## src/rtl/sched_acc_select.sv

```systemverilog
// ---------------------------------------------------------------------------
// sched_acc_select
//
// Looks up an incoming task type in the scheduling table and picks the
// accelerator instance that should run it. The table is walked one entry at
// a time through a synchronous read port with one cycle of read latency. On
// a hit, the per-entry round-robin pointer chooses among that entry's
// instances and then advances. On a miss, or when the table is empty, the
// module answers "not found".
//
// Ports:
//   clk, rstn          clock (rising edge), synchronous active-low reset
//   table_valid        scheduling table fully written; also gates rr state
//   num_acc_types      number of valid table entries (0..MAX_ACC_TYPES)
//   req_valid/ready    task request handshake, req_task_type is the key
//   sched_addr/en      table read port; data returns on sched_dout next cycle
//   sched_dout         table word {first acc id, instances-1, task type}
//   resp_valid/ready   response handshake
//   resp_found         task type was present in the table
//   resp_acc_id        selected accelerator id (0 when not found)
// ---------------------------------------------------------------------------
module sched_acc_select #(
   parameter int MAX_ACCS        = 16,
   parameter int MAX_ACC_TYPES   = 16,
   parameter int TASKTYPE_BITS   = 40,
   parameter int SCHED_DATA_BITS = 48,
   localparam int ACC_BITS       = $clog2(MAX_ACCS),
   localparam int ACC_TYPE_BITS  = $clog2(MAX_ACC_TYPES)
) (
   input  logic                       clk,
   input  logic                       rstn,
   input  logic                       table_valid,
   input  logic [ACC_TYPE_BITS:0]     num_acc_types,
   input  logic                       req_valid,
   output logic                       req_ready,
   input  logic [TASKTYPE_BITS-1:0]   req_task_type,
   output logic [ACC_TYPE_BITS-1:0]   sched_addr,
   output logic                       sched_en,
   input  logic [SCHED_DATA_BITS-1:0] sched_dout,
   output logic                       resp_valid,
   input  logic                       resp_ready,
   output logic                       resp_found,
   output logic [ACC_BITS-1:0]        resp_acc_id
);

   // Field positions inside a table word.
   localparam int CNT_LSB   = 40;
   localparam int FIRST_LSB = 44;

   localparam logic [ACC_TYPE_BITS:0] ENTRY_ONE = 1;
   localparam logic [ACC_BITS-1:0]    RR_ONE    = 1;

   typedef enum logic [1:0] {
      IDLE,
      ISSUE,
      CHECK,
      RESP
   } state_t;

   state_t                     state_q, state_d;
   logic [ACC_TYPE_BITS-1:0]   index_q, index_d;
   logic [TASKTYPE_BITS-1:0]   type_q, type_d;
   logic                       found_q, found_d;
   logic [ACC_BITS-1:0]        acc_id_q, acc_id_d;
   logic [ACC_BITS-1:0]        rr_q [MAX_ACC_TYPES];
   logic [ACC_BITS-1:0]        rr_d [MAX_ACC_TYPES];

   logic [TASKTYPE_BITS-1:0]   dout_type;
   logic [ACC_BITS-1:0]        dout_cnt;
   logic [ACC_BITS-1:0]        dout_first;
   logic                       last_entry;

   assign dout_type  = sched_dout[TASKTYPE_BITS-1:0];
   assign dout_cnt   = sched_dout[CNT_LSB +: ACC_BITS];
   assign dout_first = sched_dout[FIRST_LSB +: ACC_BITS];

   // Widened by one bit so a full table (index 15, count 16) compares cleanly.
   assign last_entry = (({1'b0, index_q} + ENTRY_ONE) == num_acc_types);

   assign sched_addr  = index_q;
   assign resp_found  = found_q;
   assign resp_acc_id = acc_id_q;

   // Next-state and output decode for the lookup walk. Outputs that only
   // make sense in one state (ready, read enable, response valid) are
   // defaulted low and raised in that state alone.
   always_comb begin
      state_d    = state_q;
      index_d    = index_q;
      type_d     = type_q;
      found_d    = found_q;
      acc_id_d   = acc_id_q;
      rr_d       = rr_q;
      req_ready  = 1'b0;
      sched_en   = 1'b0;
      resp_valid = 1'b0;

      case (state_q)
         IDLE: begin
            req_ready = table_valid;
            if (req_valid && table_valid) begin
               type_d  = req_task_type;
               index_d = '0;
               if (num_acc_types == '0) begin
                  found_d  = 1'b0;
                  acc_id_d = '0;
                  state_d  = RESP;
               end else begin
                  state_d = ISSUE;
               end
            end
         end
         ISSUE: begin
            sched_en = 1'b1;
            state_d  = CHECK;
         end
         CHECK: begin
            // The lowest matching index wins because the walk stops at the
            // first hit.
            if (dout_type == type_q) begin
               found_d  = 1'b1;
               acc_id_d = dout_first + rr_q[index_q];
               if (rr_q[index_q] == dout_cnt) begin
                  rr_d[index_q] = '0;
               end else begin
                  rr_d[index_q] = rr_q[index_q] + RR_ONE;
               end
               state_d = RESP;
            end else if (last_entry) begin
               found_d  = 1'b0;
               acc_id_d = '0;
               state_d  = RESP;
            end else begin
               index_d = index_q + ENTRY_ONE[ACC_TYPE_BITS-1:0];
               state_d = ISSUE;
            end
         end
         RESP: begin
            resp_valid = 1'b1;
            if (resp_ready) begin
               state_d = IDLE;
            end
         end
         default: begin
            state_d = IDLE;
         end
      endcase

      // Round-robin history is meaningless once the table is being
      // rewritten. Clearing it takes priority over a hit in the same cycle,
      // but the lookup itself still finishes.
      if (!table_valid) begin
         for (int i = 0; i < MAX_ACC_TYPES; i++) begin
            rr_d[i] = '0;
         end
      end
   end

   // State registers. Reset drops any request in flight without answering it.
   always_ff @(posedge clk) begin
      if (!rstn) begin
         state_q  <= IDLE;
         index_q  <= '0;
         type_q   <= '0;
         found_q  <= 1'b0;
         acc_id_q <= '0;
         for (int i = 0; i < MAX_ACC_TYPES; i++) begin
            rr_q[i] <= '0;
         end
      end else begin
         state_q  <= state_d;
         index_q  <= index_d;
         type_q   <= type_d;
         found_q  <= found_d;
         acc_id_q <= acc_id_d;
         rr_q     <= rr_d;
      end
   end

endmodule

```

## config.mk

```make
export PLATFORM = sky130hd
export DESIGN_NAME = sched_acc_select
export DESIGN_NICKNAME = d
export VERILOG_FILES = /design/src/rtl/sched_acc_select.sv
export SDC_FILE = /design/constraint.sdc
export NUM_CORES = 1
export LEC_CHECK = 0
export ABC_AREA = 0
export CORE_ASPECT_RATIO = 0.8
export CORE_UTILIZATION = 34
export CTS_CLUSTER_SIZE = 14
export DETAILED_ROUTE_END_ITERATION = 12
export DONT_BUFFER_PORTS = 1
export HOLD_SLACK_MARGIN = 0.15
export PLACE_DENSITY = 0.58
export SYNTH_ARGS = -nofsm -noshare
export SYNTH_HDL_FRONTEND = slang
export SYNTH_SLANG_ARGS = --single-unit
```

## constraint.sdc

```tcl
create_clock -name clk -period 7 [get_ports clk]
set_input_delay 1.4 -clock clk [delete_from_list [all_inputs] [get_ports clk]]
set_output_delay 1.4 -clock clk [all_outputs]
set_load 0.01 [all_outputs]
```

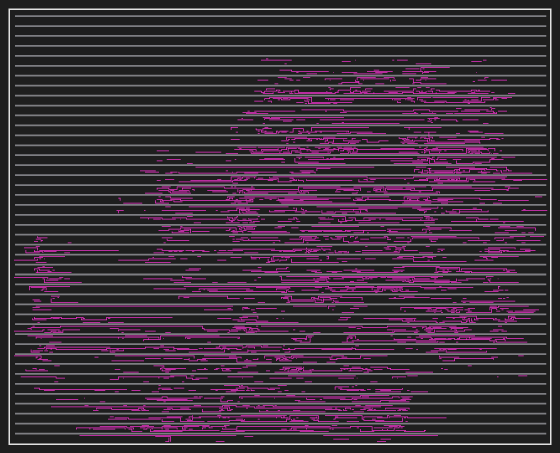
(run_1/layer_met1.png)
Supply wires on this layer in gray.
longest straight run	53.8 um
wire length on this layer	6920 um
nets with wire on the layer	686

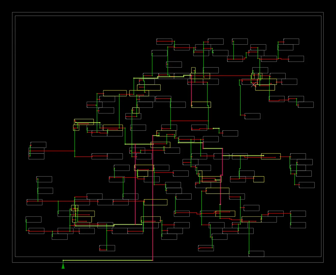
(run_1/clocks.png)
Clock Power: 906 uW
clock buffers: 21
Late-Pin Clk Latency: 0.42 ns

==> reports/qor.csv, run 1 <==
metric,value,unit
status,"finished, violations left",
failed_checks,DRC,
crit_slowest_cell,nor4_1,
max-slew-margin-rel,27.4,%
pre_cts_ws,3.17,ns
wirelength,14900,um
rows,42,
route.detailed.drc,1,
portBuffers,0,
cp_data_arrival_time,3.71,ns
crit-reg2reg-capture,rr_q[23],
min_from,rr_q[5],
ir_worst_vdd,0.164,mV
die_y,119,um
fin_tns_setup,0,ns
holdPathEnd,rr_q[5],
ys_cells,650,
cts_tree,yes,
comb-cell-share,49.9,%
buf_share,0.693,%
layout.nets,741,
worst_slew_pin_slew,1.09,ns
post_cts_buffers,0,
worstPathCellList,xor2_1 -> nor4_1 -> nand4_1 -> nor3_2 -> a2111o_1 -> mux2_2 -> o21a_1,
crit_path_start,sched_dout[38],
path_clk_slew,0.05,ns
synth.distinct_cells,55,
cts.sinks,115,
finalSetupViolations,0,
grtUsageTotal,17.8,%
criticalPathCategory,in2reg,
htreeDepth,4,
cp-start-kind,input pin,
grt_pass1_vias,4672,
edf_count,0,
fillCellCount,1645,
syn_avg_cell_area,8.89,sq um
viasPerCell,5.41,
finClkSkew,0.0151,ns
seq_cells,115,
synth_cells,650,
dieArea,17500,sq um
grt_start_max_net_pins,54,
yosysWarnings,0,
largest_class,logic gates,
synthArstFlopShare,0,%
top_area_cell,dfxtp_1,
yosys_area,5780,sq um
setup_ws,3.59,ns
ff2ff_path_depth,8,
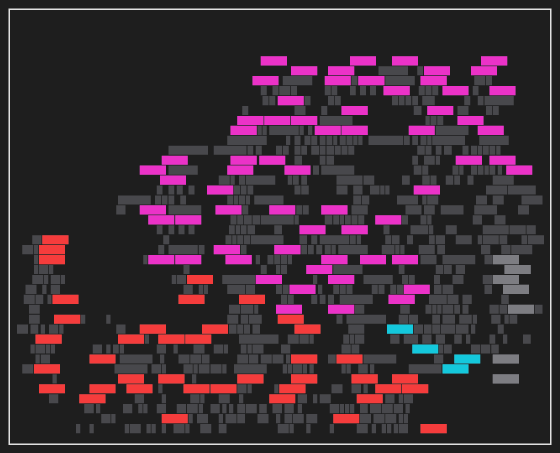
(run_1/flops_by_reg.png)
Other sequential cells in the stronger gray, the rest of the logic in the fainter gray.
color	netlist name	flops
cyan	sched_addr	4
magenta	rr_q	64
red	type_q	40
not colored	7
Flop area: 2300 sq um
Seq. pwr: 676 uW
Final Util: 39.2%
Seq area share: 35.4%

run 1: metal layers:
layer  wire [um]  share of wire (%)  GRT usage [%]  up-vias
met2        6790                 46           27.6      149
met1        6920                 46           23.7     2245
li1            -                  -              -     2260
met5           0                  0              0        -
met3         972                6.5           4.48       27
met4         237                1.6           7.02        0
run 1: cells in the final DEF (no fill, tap or decap), types with 6 or more instances in the layout:
cell type,n
a21boi_0,41
o21ai_0,15
mux4_2,14
buf_4,6
o21ai_1,16
nor4_1,10
ha_1,8
nor2b_1,15
and3_1,17
nand2_1,120
nand3_1,84
a21oi_1,35
a22oi_1,6
dfxtp_1,115
xor2_1,44
clkbuf_16,17
run 1: sequential cells by signal, indices dropped and copies added, names as in the netlist:
register / flops
resp_acc_id: 4
resp_found: 1
rr_q: 64
sched_addr: 4
state_q: 2
type_q: 40
run 1: worst max path at each step:
stage / to / cells after the start
detailed placement: sched_addr[2] / 7
finish: sched_addr[2] / 7
floorplan: sched_addr[2] / 7
CTS: sched_addr[2] / 7
global placement: sched_addr[2] / 7
global route: rr_q[31] / 8
run 1: stage by stage:
| stage | hold WS (ns) | std cells |
|---|---|---|
| after detailed placement | 0.441 | 835 |
| after CTS | 0.447 | 866 |
| final | 0.448 | 866 |
| after floorplan | 0.427 | 650 |
| after global routing | 0.461 | 866 |
| after global placement | 0.436 | 835 |
run 1: cell families (layout without fill, tap and decap cells):
group	Yosys count	in the layout	share of synthesized area, %
xor gates and xnor gates	53	53	8.55
AOI/OAI and AO/OA	133	133	15.0
DFF	115	115	39.8
buffers and inverters	46	42	4.24
muxes	19	19	6.69
adders and majority gates	9	9	2.08
and+or+nand+nor	275	275	23.6
run 1: report_power, final:
group          internal, mW  switching, mW
Clock                 0.609          0.297
Combinational        0.0284         0.0409
Sequential            0.667        0.00918
Total                  1.30          0.347
==> run_1/logic_types.png <==
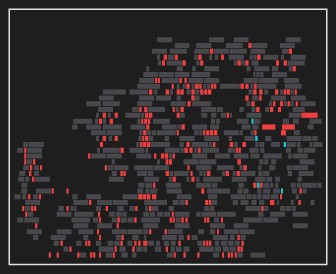

==> run 2: changes to the inputs <==
--- a/config.mk
+++ b/config.mk
@@ -12,7 +12,7 @@
 export DETAILED_ROUTE_END_ITERATION = 12
 export DONT_BUFFER_PORTS = 1
 export HOLD_SLACK_MARGIN = 0.15
-export PLACE_DENSITY = 0.58
+export PLACE_DENSITY = 0.6
 export SYNTH_ARGS = -nofsm -noshare
 export SYNTH_HDL_FRONTEND = slang
 export SYNTH_SLANG_ARGS = --single-unit
==> constraint.sdc (replaced) <==
create_clock -name clk -period 2.9 [get_ports clk]
set_input_delay 0.58 -clock clk [delete_from_list [all_inputs] [get_ports clk]]
set_output_delay 0.58 -clock clk [all_outputs]
set_load 0.01 [all_outputs]
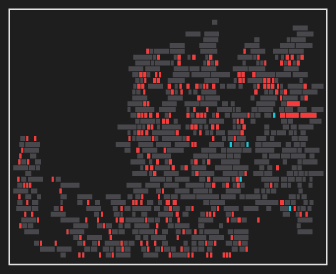
(run_2/logic_types.png)
color	family	cells	most used	where
red	nand cells	212	nand2_1	all over the die
cyan	inv cells	5	inv_1	middle right

==> run 2 against run 1 <==
Effect of this change: the run now ends clean; sequential share of layout area down 0.76 points; flip-flop count is the same; via count is 1.2% higher; core utilization rose by 0.95 points; die area stayed put; power rose by 140%; register-to-register slack worse by 3.5 ns; synthesized area unchanged; global-route usage increased by 0.70 points; non-clock buffer count is 17 higher; critical path depth increased by 3; largest cell class unchanged; largest power group unchanged.
==> reports/qor.csv, run 2 <==
metric,value,unit,change
finalSetupViolations,0,,unchanged
ff2ff_path_depth,10,,+2
top_regs,"rr_q: 64 flops, type_q: 40 flops",,
dr_wl_met3,954,um,-1.9%
buf_share,3.03,%,+2.3 points
ys_cells,650,,unchanged
use_met3,4.75,%,+0.27 points
ir_worst_vdd,0.405,mV,+150%
portBuffers,0,,unchanged
largest_reg_flops,64,,unchanged
route.detailed.drc,0,,-1
clock_buffers,20,,-4.8%
grt_use_met2,28.3,%,+0.68 points
largest_class,logic gates,,
wl_met1,7260,um,+4.9%
cts_tree,yes,,
rows,42,,unchanged
cts.sinks,115,,unchanged
synth.distinct_cells,55,,unchanged
lay_top_count,nand2_1,,
layout.nets,758,,+2.3%
grt.busiest_layer,met2,,
cp-start-kind,flop,,
synthArstFlopShare,0,%,unchanged
synth_cells,650,,unchanged
edf_count,0,,unchanged
max-slew-margin-rel,25.6,%,-1.8 points
highest_layer,met4,,
path_clk_slew,0.06,ns,about the same
layout_top_cells,"120 x nand2_1, 113 x dfxtp_1, 84 x nand3_1",,
htreeDepth,4,,unchanged
finClkSkew,0.0129,ns,-0.00226 ns
grt_start_max_net_pins,54,,unchanged
status,"complete, no violations",,
top_area_cell,dfxtp_1,,
comb-cell-share,48.7,%,-1.1 points
top_register,rr_q,,
dieArea,17500,sq um,unchanged
clk-insertion-delay-late,0.42,ns,about the same
viasPerCell,5.36,,-0.91%
grtUsageTotal,18.5,%,+0.70 points
seq_cells,115,,unchanged
fillCellCount,1677,,+1.9%
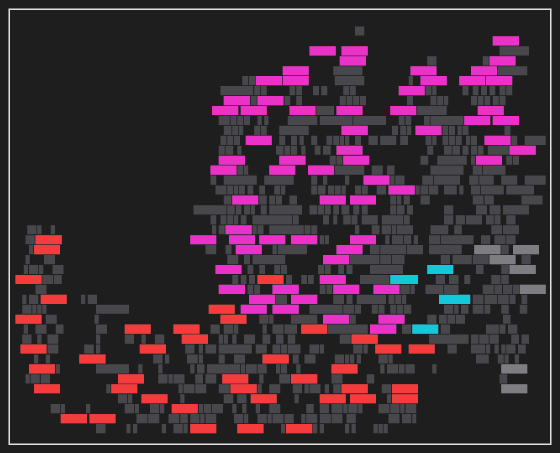
(run_2/flops_by_reg.png)
Other sequential cells in the stronger gray, the rest of the logic in the fainter gray.
color	netlist name	flops
cyan	sched_addr	4
red	type_q	40
magenta	rr_q	64
Seq. pwr: 1.63 mW
Seq area share: 34.6%
Final Util: 40.1%
Flop area: 2310 sq um

-- run 2: critical path, cell delays in order, from the launching register on --
cell     delay, ns
dfxtp_4       0.47
buf_4         0.20
mux4_2        0.54
mux2i_1       0.20
mux2i_2       0.17
ha_1          0.35
a21oi_1       0.17
xor2_1        0.21
xnor2_1       0.14
a22oi_1       0.08
nor2b_1       0.13
-- run 2: path summary, 6_finish.rpt --
path                               startpoint              to  slack (ns)
worst max-delay path            sched_addr[0]  resp_acc_id[3]        0.19
worst min register to register       rr_q[48]        rr_q[48]        0.45
worst max register to register  sched_addr[0]  resp_acc_id[3]        0.19
worst min-delay path                     rstn   sched_addr[2]        0.29
-- run 2: cells by family (layout without fill, tap and decap cells) --
family,after synthesis,after routing,synth area share (%)
XOR/XNOR,53,53,8.55
flip-flops,115,115,39.8
buffers and inverters,46,60,4.24
adder cells (fa/ha/maj),9,9,2.08
multiplexers,19,19,6.69
AND-OR/OR-AND,133,133,15.0
AND/OR/NAND/NOR,275,275,23.6
-- run 2: metrics by stage --
stage          hold slack, ns  std cells  util, %  setup slack [ns]  total power, mW
5_1_grt                 0.274        884     40.1            0.0110             4.10
2_1_floorplan           0.427        650        -            0.0538             1.80
6_report                0.291        884     40.1             0.188             3.97
3_5_place_dp            0.443        852     36.4            0.0161             1.83
3_3_place_gp            0.437        852     36.4            0.0726             1.83
4_1_cts                 0.272        884     40.0           0.00316             4.00
-- run 2: what timing repair did --
action / CTS / global route
endpoints found under the setup margin: 0 / 53
gates resized: 0 / 4
endpoints found under the hold margin: 0 / 0
-- run 2: power by group --
group	switching, mW	internal, mW	leakage [nW]
clock	0.773	1.40	0.305
sequential	0.0212	1.61	0.932
combinational	0.0996	0.0714	1.17
total	0.894	3.08	2.40
==> run 3: changes to the inputs <==
--- a/config.mk
+++ b/config.mk
@@ -5,7 +5,6 @@
 export SDC_FILE = /design/constraint.sdc
 export NUM_CORES = 1
 export LEC_CHECK = 0
-export ABC_AREA = 0
 export CORE_ASPECT_RATIO = 0.8
 export CORE_UTILIZATION = 34
 export CTS_CLUSTER_SIZE = 14
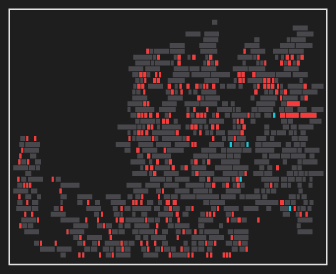
(run_3/logic_types.png)
color	family	cells	most used	where
red	nand cells	212	nand2_1	all over the die
cyan	inv cells	5	inv_1	middle right

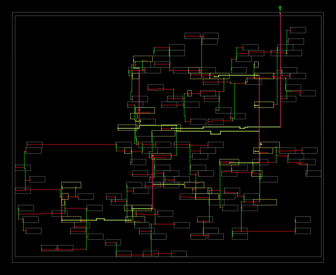
(run_3/clocks.png)
clock sinks: 115
Layout Skew: 0.0129 ns
clock buffers: 20
Flops: 115

==> run 3 against run 2 <==
Effect of this change: register-to-register slack about the same; cell count unchanged; synthesized area unchanged; synthesized cell count unchanged; largest cell class unchanged; setup slack unchanged; sequential share of layout area unchanged; worst hold slack unchanged; fmax unchanged.
==> reports/qor.csv, run 3 <==
metric,value,unit,change
status,"complete, no violations",,
synth.distinct_cells,55,,unchanged
largest_reg_flops,64,,unchanged
comb_power,171,uW,about the same
top_register,rr_q,,
grtUsageTotal,18.5,%,unchanged
highest_layer,met4,,
seq-power,1.63,mW,about the same
finalSetupViolations,0,,unchanged
layout_top_cells,"120 x nand2_1, 113 x dfxtp_1, 84 x nand3_1",,
ff2ff_path_depth,10,,unchanged
pg_clk,2.17,mW,about the same
seqPwrFrac,41.0,%,about the same
dieArea,17500,sq um,unchanged
edf_count,0,,unchanged
wl_met1,7260,um,unchanged
cp-start-kind,flop,,
clk-insertion-delay-late,0.42,ns,about the same
hold_slack,0.291,ns,unchanged
power_switching_share,22.5,%,unchanged
r2r_setup_slack,0.19,ns,about the same
rows,42,,unchanged
pre_cts_ws,0.0161,ns,unchanged
reg2reg_from,sched_addr[0],,
pwr-share-comb,4.3,%,about the same
ys_cells,650,,unchanged
critical_path.endpoint,resp_acc_id[3],,
grt_start_max_net_pins,54,,unchanged
cts_tree,yes,,
top_regs,"rr_q: 64 flops, type_q: 40 flops",,
path_clk_slew,0.06,ns,about the same
maxPowerGroup,the clock network,,
p_int,3.08,mW,unchanged
top_area_cell,dfxtp_1,,
htreeDepth,4,,unchanged
use_met3,4.75,%,unchanged
==> run 3: cell counts after synthesis <==
Identical to the previous run, type by type.
==> run 3: what timing repair did <==
action	4_1_cts	5_1_grt
endpoints found under the hold margin	0	0
setup endpoints to repair	0	53
resized	0	4
==> run 3: critical path, cell delays in order, from the launching register on <==
cell	delay [ns]
dfxtp_4	0.47
buf_4	0.20
mux4_2	0.54
mux2i_1	0.20
mux2i_2	0.17
ha_1	0.35
a21oi_1	0.17
xor2_1	0.21
xnor2_1	0.14
a22oi_1	0.08
nor2b_1	0.13
==> run 3: final cells by class <==
class	count	area, sq um
Clock buffer	20	457
Inverter	5	18.8
Fill cell	1677	9950
Multi-Input combinational cell	489	3250
Tap cell	220	275
Clock inverter	12	154
Sequential cell	115	2310
Timing Repair Buffer	23	201
==> run 3: cells by family after synthesis <==
logic type,count (synthesis),synth area share [%]
adder cells (fa/ha/maj),9,2.08
AND/OR/NAND/NOR,275,23.6
AND-OR/OR-AND,133,15.0
flip-flops,115,39.8
XOR/XNOR,53,8.55
buffers and inverters,46,4.24
multiplexers,19,6.69
==> run 3: through the flow <==
step	instances	instance area, sq um	util [%]	power [mW]
floorplan	650	5780	-	1.80
global route	884	6660	40.1	4.10
detailed placement	852	6040	36.4	1.83
finish	884	6660	40.1	3.97
CTS	884	6650	40.0	4.00
global placement	852	6040	36.4	1.83
==> run 3: worst min path at each step <==
stage	start	end	slack [ns]
floorplan	rr_q[41]	rr_q[41]	0.43
global placement	rr_q[25]	rr_q[25]	0.44
detailed placement	rr_q[48]	rr_q[48]	0.44
CTS	rstn	sched_addr[2]	0.27
global route	rstn	sched_addr[3]	0.27
finish	rstn	sched_addr[2]	0.29
Power figures rest on the tool's default switching activity, not on a simulated workload.
